run_1/class_map.png
Scale bar: 50 um. Fill, decap, tap and diode cells in grey.
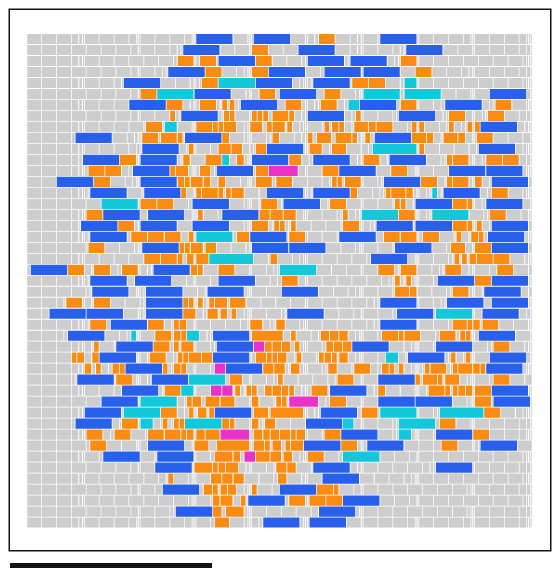
run_1/congestion_map.png
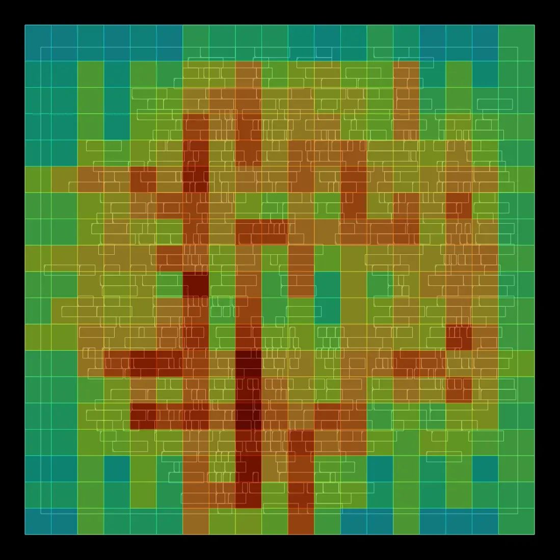
run_1/util_map.png
13 x 13 tiles, from black (low) to pale yellow (high), 0 to 100% covered.
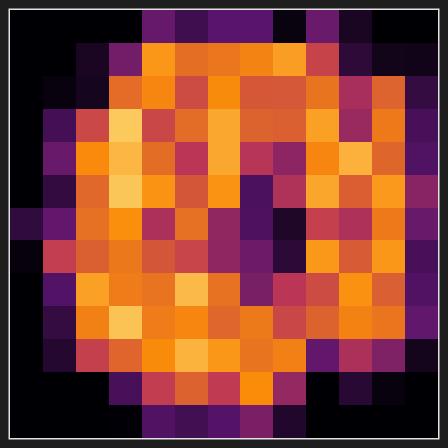
File: config.mk
export PLATFORM = sky130hd
export DESIGN_NAME = spi_reg_bank
export DESIGN_NICKNAME = d
export VERILOG_FILES = /design/src/rtl/spi_reg_pkg.sv /design/src/rtl/spi_reg_file.sv /design/src/rtl/spi_reg_bank.sv
export SDC_FILE = /design/constraint.sdc
export NUM_CORES = 1
export LEC_CHECK = 0
export CAP_MARGIN = 20
export CORE_MARGIN = 4
export CORE_UTILIZATION = 43
export CTS_BUF_LIST = sky130_fd_sc_hd__clkbuf_16
export CTS_CLUSTER_DIAMETER = 30
export DETAILED_ROUTE_END_ITERATION = 6
export DONT_BUFFER_PORTS = 1
export GPL_TIMING_DRIVEN = 1
export PLACE_DENSITY = 0.67
export SLEW_MARGIN = 20
export SYNTH_ARGS = -nofsm -noshare
export SYNTH_HDL_FRONTEND = slang
export SYNTH_SLANG_ARGS = --single-unit
File: constraint.sdc
create_clock -name clk -period 3 [get_ports clk]
set_input_delay 0.9 -clock clk [delete_from_list [all_inputs] [get_ports clk]]
set_output_delay 0.9 -clock clk [all_outputs]
set_load 0.01 [all_outputs]
File: src/rtl/spi_reg_pkg.sv
// -----------------------------------------------------------------------------
// spi_reg_pkg
// Shared definitions for the SPI register bank: default word and address
// widths, the position of the write flag in a command word, and the FSM
// state encoding used by spi_reg_bank.
// -----------------------------------------------------------------------------
package spi_reg_pkg;

   localparam int DEF_BITS      = 8;
   localparam int DEF_ADDR_BITS = 4;

   // Write flag position in a command word at the default width.  The bank
   // shifts it with BITS so it always sits on the MSB.
   localparam int CMD_WRITE_BIT = DEF_BITS - 1;

   typedef enum logic [1:0] {
      IDLE  = 2'd0,
      WRITE = 2'd1,
      READ  = 2'd2
   } state_t;

endpackage : spi_reg_pkg

File: src/rtl/spi_reg_file.sv
// -----------------------------------------------------------------------------
// spi_reg_file
// Register storage for the SPI register bank: one synchronous write port,
// one combinational read port and a flat view of every register.
//
// Ports
//   clk          system clock, rising edge
//   rst_n        asynchronous active-low reset, clears every register
//   i_wr_en      write enable for one clk
//   i_wr_addr    register index written when i_wr_en is high
//   i_wr_data    data written
//   i_rd_addr    register index presented on o_rd_data
//   o_rd_data    combinational read of register i_rd_addr
//   o_regs_flat  all registers, register i at [i*BITS +: BITS]
// -----------------------------------------------------------------------------
module spi_reg_file
   import spi_reg_pkg::*;
#(
   parameter int BITS      = DEF_BITS,
   parameter int ADDR_BITS = DEF_ADDR_BITS,
   parameter int NUM_REGS  = 2**ADDR_BITS
) (
   input  logic                     clk,
   input  logic                     rst_n,
   input  logic                     i_wr_en,
   input  logic [ADDR_BITS-1:0]     i_wr_addr,
   input  logic [BITS-1:0]          i_wr_data,
   input  logic [ADDR_BITS-1:0]     i_rd_addr,
   output logic [BITS-1:0]          o_rd_data,
   output logic [NUM_REGS*BITS-1:0] o_regs_flat
);

   logic [BITS-1:0] r_regs [NUM_REGS];

   // NOTE: this storage is a bank of flops that must read back as zero after
   // reset, so it is reset explicitly; a RAM-style array without reset would
   // come up with undefined contents.
   // NOTE: sequential state is assigned with non-blocking (<=) so every flop
   // samples pre-edge values regardless of statement order.
   always_ff @(posedge clk or negedge rst_n) begin
      if (!rst_n) begin
         for (int i = 0; i < NUM_REGS; i++) begin
            r_regs[i] <= '0;
         end
      end else if (i_wr_en) begin
         r_regs[i_wr_addr] <= i_wr_data;
      end
   end

   always_comb begin
      o_rd_data = r_regs[i_rd_addr];
   end

   always_comb begin
      // NOTE: every combinational output gets a default before any loop or
      // branch so no path can leave it unassigned and infer a latch.
      o_regs_flat = '0;
      for (int i = 0; i < NUM_REGS; i++) begin
         o_regs_flat[i*BITS +: BITS] = r_regs[i];
      end
   end

endmodule : spi_reg_file

File: src/rtl/spi_reg_bank.sv
// -----------------------------------------------------------------------------
// spi_reg_bank
// Register bank sitting behind an SPI slave.  The first word of a frame is a
// command (MSB = 1 write, 0 read; low ADDR_BITS = start address); following
// words are written to, or read back from, the register at the pointer.
//
// Configuration macro: SPI_REG_AUTOINC_EN
//   defined   - pointer advances (mod NUM_REGS) after every data word (burst)
//   undefined - pointer stays on the start address for the whole frame
//
// Ports
//   clk        system clock, rising edge
//   rst_n      asynchronous active-low reset
//   ssel       SPI chip select, active-low (same net as the slave)
//   rx_valid   one-clk pulse: a word was received
//   rx_data    received word, valid from the cycle after rx_valid
//   tx_data    next word to shift out; register at the pointer in READ, else 0
//   wr_strobe  one-clk pulse per completed register write
//   wr_addr    register written at wr_strobe
//   regs_flat  all registers, register i at [i*BITS +: BITS]
// -----------------------------------------------------------------------------
module spi_reg_bank
   import spi_reg_pkg::*;
#(
   parameter int BITS      = DEF_BITS,
   parameter int ADDR_BITS = DEF_ADDR_BITS,
   parameter int NUM_REGS  = 2**ADDR_BITS
) (
   input  logic                     clk,
   input  logic                     rst_n,
   input  logic                     ssel,
   input  logic                     rx_valid,
   input  logic [BITS-1:0]          rx_data,
   output logic [BITS-1:0]          tx_data,
   output logic                     wr_strobe,
   output logic [ADDR_BITS-1:0]     wr_addr,
   output logic [NUM_REGS*BITS-1:0] regs_flat
);

   // Write flag tracks the MSB when BITS is overridden.
   localparam int WR_BIT = CMD_WRITE_BIT + (BITS - DEF_BITS);

   state_t                r_state;
   state_t                w_state_next;
   logic                  r_word_valid;
   logic [ADDR_BITS-1:0]  r_ptr;
   logic [ADDR_BITS-1:0]  w_ptr_next;
   logic [ADDR_BITS-1:0]  w_ptr_step;
   logic                  w_wr_en;
   logic [BITS-1:0]       w_rd_data;
   logic [BITS-1:0]       r_tx_data;
   logic                  r_wr_strobe;
   logic [ADDR_BITS-1:0]  r_wr_addr;

   // Delayed word pulse: rx_data is only guaranteed one clk after rx_valid.
   // Words arriving with ssel high belong to no frame and are dropped here.
   always_ff @(posedge clk or negedge rst_n) begin
      if (!rst_n) begin
         r_word_valid <= 1'b0;
      end else begin
         r_word_valid <= rx_valid & ~ssel;
      end
   end

`ifdef SPI_REG_AUTOINC_EN
   assign w_ptr_step = r_ptr + 1'b1;   // wraps naturally at NUM_REGS
`else
   assign w_ptr_step = r_ptr;
`endif

   // ---------------- FSM: state register ----------------
   always_ff @(posedge clk or negedge rst_n) begin
      if (!rst_n) begin
         r_state <= IDLE;
      end else begin
         r_state <= w_state_next;
      end
   end

   // ---------------- FSM: next-state logic ----------------
   always_comb begin
      w_state_next = r_state;
      case (r_state)
         IDLE: begin
            if (r_word_valid && !ssel) begin
               w_state_next = rx_data[WR_BIT] ? WRITE : READ;
            end
         end
         WRITE, READ: begin
            if (ssel) begin
               w_state_next = IDLE;
            end
         end
         default: w_state_next = IDLE;
      endcase
   end

   // ---------------- FSM: output logic ----------------
   // A data word that lands together with ssel rising is still written;
   // the state logic above takes the FSM back to IDLE on the same edge.
   always_comb begin
      w_ptr_next = r_ptr;
      w_wr_en    = 1'b0;
      case (r_state)
         IDLE: begin
            if (r_word_valid && !ssel) begin
               w_ptr_next = rx_data[ADDR_BITS-1:0];
            end
         end
         WRITE: begin
            if (r_word_valid) begin
               w_wr_en    = 1'b1;
               w_ptr_next = w_ptr_step;
            end
         end
         READ: begin
            if (r_word_valid) begin
               w_ptr_next = w_ptr_step;
            end
         end
         default: ;
      endcase
   end

   // Pointer, write strobe and transmit register.  tx_data is loaded from the
   // next pointer / next state so it settles on the same edge the pointer
   // moves, keeping rx_valid -> tx_data within 2 clk.
   always_ff @(posedge clk or negedge rst_n) begin
      if (!rst_n) begin
         r_ptr       <= '0;
         r_wr_strobe <= 1'b0;
         r_wr_addr   <= '0;
         r_tx_data   <= '0;
      end else begin
         r_ptr       <= w_ptr_next;
         r_wr_strobe <= w_wr_en;
         if (w_wr_en) begin
            r_wr_addr <= r_ptr;
         end
         r_tx_data   <= (w_state_next == READ) ? w_rd_data : '0;
      end
   end

   spi_reg_file #(
      .BITS      (BITS),
      .ADDR_BITS (ADDR_BITS),
      .NUM_REGS  (NUM_REGS)
   ) u_reg_file (
      .clk         (clk),
      .rst_n       (rst_n),
      .i_wr_en     (w_wr_en),
      .i_wr_addr   (r_ptr),
      .i_wr_data   (rx_data),
      .i_rd_addr   (w_ptr_next),
      .o_rd_data   (w_rd_data),
      .o_regs_flat (regs_flat)
   );

   assign tx_data   = r_tx_data;
   assign wr_strobe = r_wr_strobe;
   assign wr_addr   = r_wr_addr;

endmodule : spi_reg_bank
==> flow_summary.toml, run 1 <==
# flow metrics
[synth]
synth_flop_count = 148
ys_area_um2 = 6790
syn_area_um2 = 6790
ys_cells = 574
aoi_share_pct = 9.38
synth_seq_share_pct = 54.5

[placed_design]
placed_area_um2 = 7000
dpl.cell_count = 757

[cts]
ctsResizeCount = 0
cts_setup_buffers = 0

[final_timing]
relSlewSlack_pct = 50.9
finalSetupViolCount = 0
worst_slew_pin_slew_ps = 736
fin_crit_sh_pct = 85.4
hold_violations = 0
finalCriticalPeriod_ps = 2560
fin_ws_ps = 437
holdWs_ps = 168

[min_path]
hold_path.class = "primary input to asynchronous set/reset pin"

[setup_path]
rrSetupSlack_ps = 440
cp_slowest_cell = "inv_2"
critical-path-top-delay-family = "buffers and inverters"
crit_fanout = 32

[floorplanning]
dieArea_um2 = 17900

[cells_and_area]
fin_nets = 580

[grt]
grt_pass1_wl_um = 30300
grt_pass1_vias = 4674

[pwr]
p_total_mw = 7.71
p_per_area_nw_per_um2 = 1010

[route]
routed_wirelength_um = 19800

[run_status]
status = "completed"
## Picture notes: class_map.png
Orange is remaining logic cells, cells 390. Blue is sequential cells, cells 148. Magenta is remaining buffers and delay cells, cells 8. Cyan is clock drivers and dummy loads, cells 32.
row count: 45
post-route cell area: 7600 um^2
core area: 15300 um^2
Util after Layout: 49.7%

## Picture notes: congestion_map.png
grt met2 use: 33.9%
WL/cell: 25.1 um
GRT Util Overall: 22.7%
GRT busiest layer: met2

## Picture notes: util_map.png
The mean over all tiles is 41%. The fullest tile reaches 88%. 17% of the tiles are nearly empty.
Init Core Util: 44.3%

## run 1: power breakdown
part / leakage, nW / switching, mW / internal [mW]
registers: 1.92 / 1.01 / 2.56
logic: 1.23 / 1.11 / 0.840
clock network: 0.294 / 0.877 / 1.32
## run 1: cells in the final DEF, fill, tap and decap left out, drive strengths merged, types with 7 or more instances in the layout
master,count
clkbuf,17
inv,14
nand2,107
a32o,14
a22oi,7
buf,8
o21ai,10
mux2,126
nor2,14
nand4,7
a32oi,15
o221ai,7
a21oi,28
dfrtp,148
nand3,8
## run 1: flip-flops by register name, indices dropped and copies added (netlist names)
name and flops:
r_ptr 4, r_state 2, r_word_valid 1, tx_data 8, u_reg_file.o_regs_flat 128, wr_addr 4, wr_strobe 1
## run 1: routing by layer
layer / GRT usage, % / vias to the layer above / wire length (um)
met1: 27.9 / 2433 / 7890
met4: 5.89 / 0 / 258
li1: - / 2070 / -
met3: 13.9 / 15 / 2770
met2: 33.9 / 212 / 8910
met5: 0 / - / 0
## run 1: area by class of cell
| cell class | count | area share, % |
|---|---|---|
| clock buffer | 17 | 5.59 |
| clock inverter | 15 | 2.35 |
| inverter | 9 | 0.444 |
| multi-input combinational | 381 | 38.2 |
| sequential | 148 | 48.7 |
| tap | 211 | 3.47 |
| timing repair buffer | 8 | 1.28 |
## run 1: cells in the mapped netlist, drive strengths merged, types with 2 or more instances
cell type / number / area (um^2)
o21ai: 10 / 50.1
a22oi: 7 / 52.6
dfrtp: 148 / 3700
a32oi: 15 / 131
ha: 3 / 37.5
nand4: 7 / 43.8
mux2: 126 / 1420
nor2b: 4 / 25.0
a211oi: 2 / 15.0
nand3b: 3 / 22.5
o22ai: 2 / 12.5
mux2i: 6 / 76.3
o221ai: 7 / 61.3
nand3: 8 / 40.0
a21oi: 28 / 140
inv: 8 / 30.0
a32o: 14 / 140
buf: 15 / 81.3
nor3: 4 / 30.0
nor2: 14 / 75.1
or4: 2 / 15.0
clkbuf: 21 / 78.8
nor3b: 2 / 15.0
nand2b: 3 / 18.8
nand2: 107 / 402
## run 1: worst paths after layout
| path | startpoint | endpoint | depth (start not counted) |
|---|---|---|---|
| setup / recovery | r_state[0] | tx_data[1] | 9 |
| hold / removal | rst_n | u_reg_file.o_regs_flat[87] | 0 |
| setup reg to reg | r_state[0] | tx_data[1] | 9 |
| hold reg to reg | wr_addr[3] | wr_addr[3] | 1 |
| max in group asynchronous | rst_n | u_reg_file.o_regs_flat[62] | 0 |
| min in group clk | ssel | r_word_valid | 1 |
## run 1: cells by family (layout without fill, tap and decap cells)
group,Yosys count,after routing
and+or+nand+nor,157,157
buffers and inverters,45,49
DFF,148,148
muxes,132,132
adders and majority gates,3,3
AOI/OAI and AO/OA,89,89
## run 1: worst reg2reg max path, cell delays in order (launching register included)
cell and delay (ps):
dfrtp_1 420, inv_1 70, ha_1 240, and3b_1 240, mux2i_4 210, inv_2 430, buf_12 270, nand2_1 90
a32o_1 300, o221ai_1 200
## Run 2: what changed since run 1
--- a/config.mk
+++ b/config.mk
@@ -5,6 +5,7 @@
 export SDC_FILE = /design/constraint.sdc
 export NUM_CORES = 1
 export LEC_CHECK = 0
+export ABC_AREA = 1
 export CAP_MARGIN = 20
 export CORE_MARGIN = 4
 export CORE_UTILIZATION = 43
==> run 2 against run 1 <==
Compared with the run above:
- combinational power rose by 28%
- sequential power rose by 1%
- setup slack improved by 290 ps
- flip-flop count did not move
- largest power group unchanged
- highest routed layer unchanged
==> flow_summary.toml, run 2 <==
# flow metrics
[grt]
globalRouteTotalUtil_pct = 24.3
grt_pass1_wl_um = 33000
antenna_found_initial = 0
grt_pass1_vias = 5319

[cts]
ctsResizeCount = 0
cts_setup_buffers = 0
cts_buffers = 17
clk_pin_slew_ps = 60
htree_levels = 4

[floorplanning]
rows = 45
fp_util_pct = 44.0
dieArea_um2 = 17700

[setup_path]
r2r-start = "r_state[0]"
critPathCapture = "tx_data[0]"
rrSetupSlack_ps = 720
worstRegToRegCells = 12
r2r-end = "tx_data[0]"
crit_fanout = 37
critPathLaunch = "r_state[0]"

[cells_and_area]
lay_top_count = "nand2_1"
fin_nets = 809
largest_reg_flops = 128
final_cell_mix = "nand2_1, dfrtp_1, o21ai_0"

[route]
wire_per_inst_um = 21.0
route.detailed.drc = 0
routed_wirelength_um = 21300

[pwr]
peakVddDrop_mv = 0.653
p_per_area_nw_per_um2 = 1120

[synth]
syn_area_um2 = 6710
async_flop_share_pct = 100
area_leaders = "dfrtp_1, nand2_1, o21ai_0"
synth_flop_count = 148
synth.most_common_cell = "nand2_1"
common_cells = "nand2_1, dfrtp_1, o21ai_0"
top_area_cell = "dfrtp_1"
top_cell_area_share_pct = 55.2
ys_cells = 810
ys_area_um2 = 6710
synth_seq_share_pct = 55.2

[final_timing]
maxSlewViolCount = 0
relSlewSlack_pct = 56.1
worst_slew_pin_slew_ps = 658
hold_violations = 0
finalCriticalPeriod_ps = 2280
finalSetupViolCount = 0
rsz0062_at_grt = "no"

[min_path]
hold_path.class = "primary input to asynchronous set/reset pin"

[placed_design]
placed_area_um2 = 6830

[run_status]
status = "completed"
-- run 2: report_power, final --
| part | internal, mW | switching (mW) | leakage [nW] |
|---|---|---|---|
| registers | 2.60 | 1.02 | 1.43 |
| logic | 0.858 | 1.64 | 2.10 |
| clock network | 1.40 | 0.879 | 0.294 |
| total | 4.86 | 3.53 | 3.83 |
-- run 2: cells by family after synthesis --
| kind of cell | share of synthesized area (%) |
|---|---|
| DFF | 55.2 |
| buffers and inverters | 5.70 |
| AOI/OAI and AO/OA | 12.0 |
| adders and majority gates | 0.559 |
| and+or+nand+nor | 26.5 |
-- run 2: worst min path at each step --
stage	startpoint	end	slack [ps]
floorplan	wr_addr[0]	wr_addr[0]	520
global route	rst_n	wr_addr[1]	150
CTS	rst_n	u_reg_file.o_regs_flat[124]	160
detailed placement	wr_addr[0]	wr_addr[0]	540
finish	rst_n	u_reg_file.o_regs_flat[113]	170
global placement	wr_addr[0]	wr_addr[0]	540
-- run 2: layout make-up --
| class | instances | share of cell area [%] |
|---|---|---|
| multi-input combinational | 580 | 35.2 |
| tap | 211 | 3.54 |
| clock buffer | 17 | 5.70 |
| sequential | 148 | 49.6 |
| timing repair buffer | 13 | 1.48 |
| clock inverter | 15 | 2.72 |
| inverter | 34 | 1.71 |
-- run 2: stage by stage --
stage	util, %	hold WS (ps)	instances	power [mW]	setup WS, ps
final	48.9	168	1018	8.39	723
after floorplan	-	519	810	5.29	954
after global placement	44.8	537	986	6.07	653
after CTS	48.9	160	1018	8.41	738
after global routing	48.9	153	1018	8.93	499
after detailed placement	44.8	544	986	6.12	626
-- run 2: metal layers --
metal | part of all wire [%] | up-vias | track usage [%]
met4 | 1.2 | 0 | 6.47
met2 | 47 | 245 | 37.8
met3 | 11 | 18 | 9.66
li1 | - | 2629 | -
met5 | 0 | - | 0
met1 | 41 | 2756 | 31.9
-- run 2: critical path: stages (launching register included) --
cell and delay [ps]:
dfrtp_1 410, inv_1 80, ha_1 280, nand3_4 210
nand2_4 160, nand2_2 100, buf_4 340, nand2_1 90
nand3_1 90, nand2_1 50, a21oi_1 200, nor2_1 70
nor2_1 110
run_2/class_map.png
Scale bar: 50 um. Fill, decap, tap and diode cells in grey.
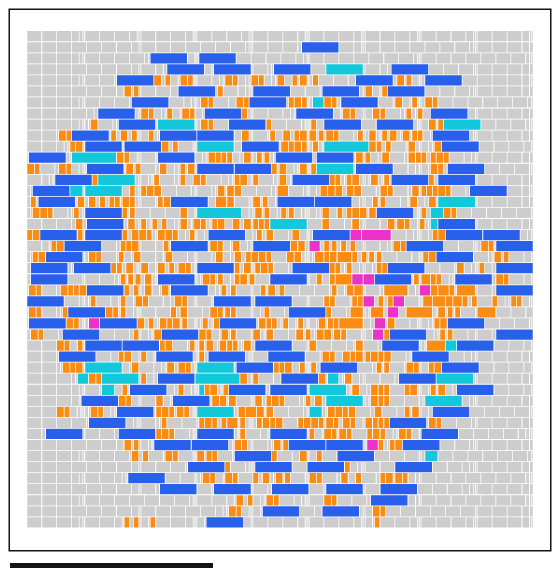
Cyan is clock drivers and dummy loads, cells 32. Blue is sequential cells, cells 148. Magenta is remaining buffers and delay cells, cells 13. Orange is remaining logic cells, cells 614.
core area: 15300 um^2
Util after Layout: 48.9%
sequential cell area share: 49.6%
post-route cell area: 7460 um^2

Power is estimated from default activity; no workload was simulated.
